<file path="config.mk">
export PLATFORM = sky130hd
export DESIGN_NAME = sgi_initiator_flat
export DESIGN_NICKNAME = d
export VERILOG_FILES = /design/src/rtl/sgi_pkg.sv /design/src/rtl/memsplit32_if.sv /design/src/rtl/sgi_fifo.sv /design/src/rtl/sgi_initiator.sv /design/src/flat_wrapper.sv
export SDC_FILE = /design/constraint.sdc
export NUM_CORES = 1
export LEC_CHECK = 0
export ABC_CLOCK_PERIOD_IN_PS = 2300
export CORE_ASPECT_RATIO = 1.2
export CORE_MARGIN = 2
export CORE_UTILIZATION = 25
export DETAILED_ROUTE_END_ITERATION = 8
export HOLD_SLACK_MARGIN = 0.1
export PLACE_DENSITY = 0.54
export SYNTH_ARGS = -nofsm -noshare
export SYNTH_HDL_FRONTEND = slang
export SYNTH_SLANG_ARGS = --single-unit
</file>
<file path="constraint.sdc">
create_clock -name clk_i -period 2.3 [get_ports clk_i]
set_input_delay 0.23 -clock clk_i [delete_from_list [all_inputs] [get_ports clk_i]]
set_output_delay 0.23 -clock clk_i [all_outputs]
set_load 0.05 [all_outputs]
</file>
<file path="src/rtl/sgi_pkg.sv">
// Shared definitions for the SGI initiator and the tile SFR slave:
// SFR register offsets, the queued request entry and the initiator FSM states.
package sgi_pkg;

   // SFR register offsets inside one tile's SFR window
   localparam logic [7:0] SGI_SFR_IDCODE  = 8'h0;
   localparam logic [7:0] SGI_SFR_CTRL    = 8'h4;
   localparam logic [7:0] SGI_SFR_CORENUM = 8'h8;
   localparam logic [7:0] SGI_SFR_MSI     = 8'hC;

   // Default field widths of a queued SGI request
   localparam int unsigned SGI_TGT_W  = 4;
   localparam int unsigned SGI_CODE_W = 4;

   typedef struct packed {
      logic [SGI_TGT_W-1:0]  tgt;
      logic [SGI_CODE_W-1:0] code;
   } sgi_entry_t;

   typedef enum logic [0:0] {
      SGI_IDLE = 1'b0,
      SGI_REQ  = 1'b1
   } sgi_state_e;

   // MSI register address of a target tile; 32-bit arithmetic wraps on overflow
   function automatic logic [31:0] sgi_msi_addr(input logic [31:0] base,
                                                input logic [31:0] tgt,
                                                input int unsigned stride_pow);
      return base + (tgt << stride_pow) + {24'h0, SGI_SFR_MSI};
   endfunction

endpackage

</file>
<file path="src/rtl/memsplit32_if.sv">
// MemSplit32 bus: split request/response memory port, 32-bit address and data.
// Handshake: the master raises req with stable we/addr/be/wdata and holds them
// until it samples ack=1 at a rising clock edge; that edge completes the transfer.
interface MemSplit32;
   logic        req;
   logic        we;
   logic [31:0] addr;
   logic [3:0]  be;
   logic [31:0] wdata;
   logic        ack;
   logic [1:0]  resp;
   logic [31:0] rdata;

   modport Master (output req, we, addr, be, wdata,
                   input  ack, resp, rdata);
   modport Slave  (input  req, we, addr, be, wdata,
                   output ack, resp, rdata);
endinterface

</file>
<file path="src/rtl/sgi_fifo.sv">
// Synchronous FIFO with asynchronous reset and show-ahead head output.
// A push while full and a pop while empty are ignored; full is taken from the
// registered count, so a push against a full FIFO is dropped even if a pop
// happens on the same edge.
module sgi_fifo #(
   parameter int unsigned WIDTH     = 8,
   parameter int unsigned DEPTH_POW = 2
) (
   input  logic             clk_i,
   input  logic             rst_i,
   input  logic             push_i,
   input  logic [WIDTH-1:0] data_i,
   input  logic             pop_i,
   output logic [WIDTH-1:0] head_o,
   output logic             full_o,
   output logic             empty_o
);

   localparam int unsigned DEPTH = 1 << DEPTH_POW;

   logic [WIDTH-1:0]     mem_q [DEPTH];
   logic [DEPTH_POW-1:0] wr_ptr_q, wr_ptr_d;
   logic [DEPTH_POW-1:0] rd_ptr_q, rd_ptr_d;
   logic [DEPTH_POW:0]   count_q, count_d;
   logic                 do_push;
   logic                 do_pop;

   assign full_o  = (count_q == (DEPTH_POW+1)'(DEPTH));
   assign empty_o = (count_q == '0);
   assign do_push = push_i && !full_o;
   assign do_pop  = pop_i && !empty_o;
   assign head_o  = mem_q[rd_ptr_q];

   // Pointer and occupancy update
   always_comb begin
      wr_ptr_d = wr_ptr_q;
      rd_ptr_d = rd_ptr_q;
      count_d  = count_q;
      if (do_push) begin
         wr_ptr_d = wr_ptr_q + 1'b1;
      end
      if (do_pop) begin
         rd_ptr_d = rd_ptr_q + 1'b1;
      end
      case ({do_push, do_pop})
         2'b10:   count_d = count_q + 1'b1;
         2'b01:   count_d = count_q - 1'b1;
         default: count_d = count_q;
      endcase
   end

   // Pointer and occupancy registers
   always_ff @(posedge clk_i or posedge rst_i) begin
      if (rst_i) begin
         wr_ptr_q <= '0;
         rd_ptr_q <= '0;
         count_q  <= '0;
      end else begin
         wr_ptr_q <= wr_ptr_d;
         rd_ptr_q <= rd_ptr_d;
         count_q  <= count_d;
      end
   end

   // Storage; contents need no reset since the count qualifies them
   always_ff @(posedge clk_i) begin
      if (do_push) begin
         mem_q[wr_ptr_q] <= data_i;
      end
   end

endmodule

</file>
<file path="src/rtl/sgi_initiator.sv">
// SGI initiator: queues local SGI requests and issues each one as a MemSplit32
// write of the zero-extended code to the MSI register of the target tile.
// Optional ack-timeout watchdog: define SGI_INITIATOR_TIMEOUT_EN.
module sgi_initiator
   import sgi_pkg::*;
#(
   parameter int unsigned IRQ_NUM_POW     = 4,
   parameter int unsigned TGT_NUM_POW     = 4,
   parameter int unsigned FIFO_DEPTH_POW  = 2,
   parameter logic [31:0] SFR_BASE        = 32'h8000_0000,
   parameter int unsigned TILE_STRIDE_POW = 16,
   parameter int unsigned TIMEOUT_CYCLES  = 256
) (
   input  logic                   clk_i,
   input  logic                   rst_i,
   input  logic                   sgi_req_i,
   input  logic [TGT_NUM_POW-1:0] sgi_tgt_bi,
   input  logic [IRQ_NUM_POW-1:0] sgi_code_bi,
   MemSplit32.Master              host,
   output logic                   full_o,
   output logic                   busy_o,
   output logic                   ovf_o,
   output logic                   err_o,
   output sgi_state_e             dbg_state_o
);

   // Same layout as sgi_entry_t, sized by this instance's parameters
   typedef struct packed {
      logic [TGT_NUM_POW-1:0] tgt;
      logic [IRQ_NUM_POW-1:0] code;
   } entry_t;

   if (TIMEOUT_CYCLES < 1) begin : g_bad_timeout
      $error("sgi_initiator: TIMEOUT_CYCLES must be at least 1");
   end

   entry_t     push_data;
   entry_t     head;
   logic       fifo_full;
   logic       fifo_empty;
   logic       pop;

   sgi_state_e  state_q, state_d;
   logic        req_q, req_d;
   logic        we_q, we_d;
   logic [3:0]  be_q, be_d;
   logic [31:0] addr_q, addr_d;
   logic [31:0] wdata_q, wdata_d;
   logic        ovf_q;

   // Response channel carries nothing for writes
   logic unused_resp;
   assign unused_resp = ^{host.resp, host.rdata};

   assign push_data = '{tgt: sgi_tgt_bi, code: sgi_code_bi};

   sgi_fifo #(
      .WIDTH    (TGT_NUM_POW + IRQ_NUM_POW),
      .DEPTH_POW(FIFO_DEPTH_POW)
   ) u_fifo (
      .clk_i  (clk_i),
      .rst_i  (rst_i),
      .push_i (sgi_req_i),
      .data_i (push_data),
      .pop_i  (pop),
      .head_o (head),
      .full_o (fifo_full),
      .empty_o(fifo_empty)
   );

`ifdef SGI_INITIATOR_TIMEOUT_EN
   localparam int unsigned TO_W = $clog2(TIMEOUT_CYCLES + 1);
   localparam logic [TO_W-1:0] TO_LAST = TO_W'(TIMEOUT_CYCLES - 1);

   logic [TO_W-1:0] to_cnt_q, to_cnt_d;
   logic            err_q, err_d;
`endif

   // Issue FSM: load head in IDLE, hold the write in REQ until ack (or timeout)
   always_comb begin
      state_d = state_q;
      req_d   = req_q;
      we_d    = we_q;
      be_d    = be_q;
      addr_d  = addr_q;
      wdata_d = wdata_q;
      pop     = 1'b0;
`ifdef SGI_INITIATOR_TIMEOUT_EN
      to_cnt_d = to_cnt_q;
      err_d    = 1'b0;
`endif
      unique case (state_q)
         SGI_IDLE: begin
            if (!fifo_empty) begin
               req_d   = 1'b1;
               we_d    = 1'b1;
               be_d    = 4'hF;
               addr_d  = sgi_msi_addr(SFR_BASE, 32'(head.tgt), TILE_STRIDE_POW);
               wdata_d = 32'(head.code);
               state_d = SGI_REQ;
`ifdef SGI_INITIATOR_TIMEOUT_EN
               to_cnt_d = '0;
`endif
            end
         end
         SGI_REQ: begin
            if (host.ack) begin
               pop     = 1'b1;
               req_d   = 1'b0;
               state_d = SGI_IDLE;
            end
`ifdef SGI_INITIATOR_TIMEOUT_EN
            else if (to_cnt_q == TO_LAST) begin
               // Dead target: drop this write so the queue keeps moving
               pop     = 1'b1;
               req_d   = 1'b0;
               err_d   = 1'b1;
               state_d = SGI_IDLE;
            end else begin
               to_cnt_d = to_cnt_q + 1'b1;
            end
`endif
         end
         default: state_d = SGI_IDLE;
      endcase
   end

   // FSM state, bus output registers and overflow pulse
   always_ff @(posedge clk_i or posedge rst_i) begin
      if (rst_i) begin
         state_q <= SGI_IDLE;
         req_q   <= 1'b0;
         we_q    <= 1'b0;
         be_q    <= 4'h0;
         addr_q  <= 32'h0;
         wdata_q <= 32'h0;
         ovf_q   <= 1'b0;
      end else begin
         state_q <= state_d;
         req_q   <= req_d;
         we_q    <= we_d;
         be_q    <= be_d;
         addr_q  <= addr_d;
         wdata_q <= wdata_d;
         ovf_q   <= sgi_req_i && fifo_full;
      end
   end

`ifdef SGI_INITIATOR_TIMEOUT_EN
   // Ack-wait counter and timeout pulse
   always_ff @(posedge clk_i or posedge rst_i) begin
      if (rst_i) begin
         to_cnt_q <= '0;
         err_q    <= 1'b0;
      end else begin
         to_cnt_q <= to_cnt_d;
         err_q    <= err_d;
      end
   end

   assign err_o = err_q;
`else
   assign err_o = 1'b0;
`endif

   assign host.req   = req_q;
   assign host.we    = we_q;
   assign host.be    = be_q;
   assign host.addr  = addr_q;
   assign host.wdata = wdata_q;

   // The head stays queued until popped, so an empty FIFO outside REQ means idle
   assign full_o      = fifo_full;
   assign busy_o      = !fifo_empty || (state_q == SGI_REQ);
   assign ovf_o       = ovf_q;
   assign dbg_state_o = state_q;

endmodule

</file>
<file path="src/flat_wrapper.sv">
// flat-port wrapper written by rule: the top's interface ports become plain ports
module sgi_initiator_flat import sgi_pkg::*;
#(
   parameter int unsigned IRQ_NUM_POW     = 4,
   parameter int unsigned TGT_NUM_POW     = 4,
   parameter int unsigned FIFO_DEPTH_POW  = 2,
   parameter logic [31:0] SFR_BASE        = 32'h8000_0000,
   parameter int unsigned TILE_STRIDE_POW = 16,
   parameter int unsigned TIMEOUT_CYCLES  = 256
)
  (clk_i, rst_i, sgi_req_i, sgi_tgt_bi, sgi_code_bi, full_o, busy_o, ovf_o, err_o, dbg_state_o, host_req, host_we, host_addr, host_be, host_wdata, host_ack, host_resp, host_rdata);
  MemSplit32 host_i ();
  input  logic clk_i;
  input  logic rst_i;
  input  logic sgi_req_i;
  input  logic [TGT_NUM_POW-1:0] sgi_tgt_bi;
  input  logic [IRQ_NUM_POW-1:0] sgi_code_bi;
  output logic full_o;
  output logic busy_o;
  output logic ovf_o;
  output logic err_o;
  output sgi_state_e dbg_state_o;
  output wire logic [$bits(host_i.req)-1:0] host_req;
  output wire logic [$bits(host_i.we)-1:0] host_we;
  output wire logic [$bits(host_i.addr)-1:0] host_addr;
  output wire logic [$bits(host_i.be)-1:0] host_be;
  output wire logic [$bits(host_i.wdata)-1:0] host_wdata;
  input wire logic [$bits(host_i.ack)-1:0] host_ack;
  input wire logic [$bits(host_i.resp)-1:0] host_resp;
  input wire logic [$bits(host_i.rdata)-1:0] host_rdata;
  assign host_req = host_i.req;
  assign host_we = host_i.we;
  assign host_addr = host_i.addr;
  assign host_be = host_i.be;
  assign host_wdata = host_i.wdata;
  assign host_i.ack = host_ack;
  assign host_i.resp = host_resp;
  assign host_i.rdata = host_rdata;
  sgi_initiator #(.IRQ_NUM_POW(IRQ_NUM_POW), .TGT_NUM_POW(TGT_NUM_POW), .FIFO_DEPTH_POW(FIFO_DEPTH_POW), .SFR_BASE(SFR_BASE), .TILE_STRIDE_POW(TILE_STRIDE_POW), .TIMEOUT_CYCLES(TIMEOUT_CYCLES)) u_core (.clk_i(clk_i), .rst_i(rst_i), .sgi_req_i(sgi_req_i), .sgi_tgt_bi(sgi_tgt_bi), .sgi_code_bi(sgi_code_bi), .host(host_i), .full_o(full_o), .busy_o(busy_o), .ovf_o(ovf_o), .err_o(err_o), .dbg_state_o(dbg_state_o));
endmodule
</file>
Figure 1. Congestion heat map.
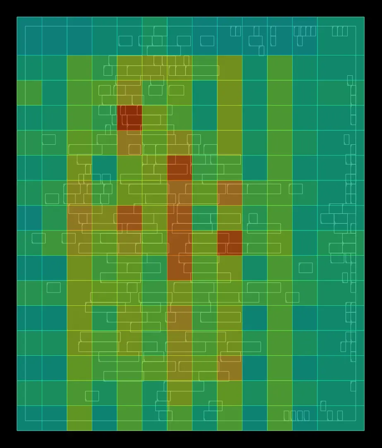
WL/cell: 11.4 µm
GR peak layer: met2
GR Layer Usage met1: 0.0793
final core occ: 0.293
met3 GRT Util: 0.0250

Figure 2. Power grid.
The bar under the picture is 20 µm long. Pins as bars on the die edge.
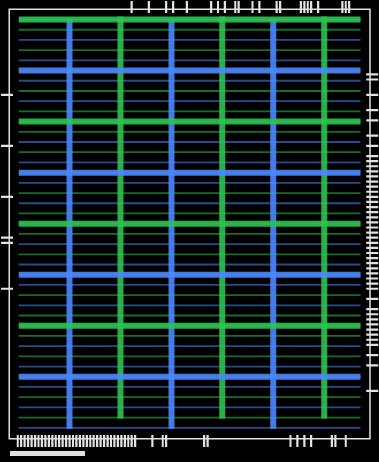
| net | colour |
|---|---|
| VSS | blue |
| VDD | green |
rows: 40
met1 rails: 41
met5 straps: 8
met4 straps: 6
VDD IR max: 0.331 mV
core area: 0.00991 mm²
Die Y: 114 µm

==> impl_metrics.yaml <==
# implementation run metrics
place:
  place_ws_ns: 0.144
  port_buffers: 32
  dp_hpwl_um: 2720
cts:
  clockBufferDepth: 2
  clock_sinks: 51
  cts_hold_buffers: 0
layout:
  regArea_mm2: 0.00144
worst_setup_path:
  cp-end-kind: "output pin"
  worst-path-buf-inv: 1
  cp_slowest_cell: "clkdlybuf4s50_1"
timing:
  maxSlewViolCount: 0
  setup_slack_ns: 0.170
detailed_routing:
  via_per_inst: 3.45
  drt-initial-drc-count: 59
  met1_length_um: 1410
synth:
  synthTopCellsByArea: "edfxtp_1, dfrtp_1, buf_4"
  yosysTopAreaCell: "edfxtp_1"
  top_area_frac: 0.381
floorplanning:
  die_w_um: 95.7
status:
  status: "finished clean"
Figure 3. Placement density heat map.
The bar under the picture is 20 µm long. 10 x 11 tiles, from black (low) to pale yellow (high), 0 to 100% covered.
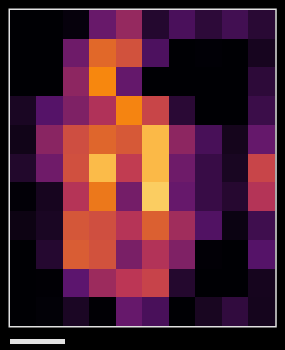
fullest tile: 89%
tiles over 75% full: 3.6%
densest ninth of the die: centre
nearly empty tiles: 26%
fp_density: 0.255

kinds of logic (layout without fill, tap and decap cells):
logic type / Yosys count / in the layout / synth area share
XOR/XNOR: 6 / 6 / 0.0208
flip-flops: 51 / 51 / 0.569
AND/OR/NAND/NOR: 13 / 13 / 0.0372
AND-OR/OR-AND: 4 / 4 / 0.0119
multiplexers: 18 / 18 / 0.127
buffers and inverters: 71 / 50 / 0.199
other: 1 / 54 / 0.00149
adder cells (fa/ha/maj): 6 / 6 / 0.0327
area by class of cell:
class	count	area share
sequential	51	0.494
multi-input combinational	101	0.273
timing repair buffer	34	0.115
tap	126	0.0542
clock buffer	5	0.0430
inverter	8	0.0103
clock inverter	3	0.00947
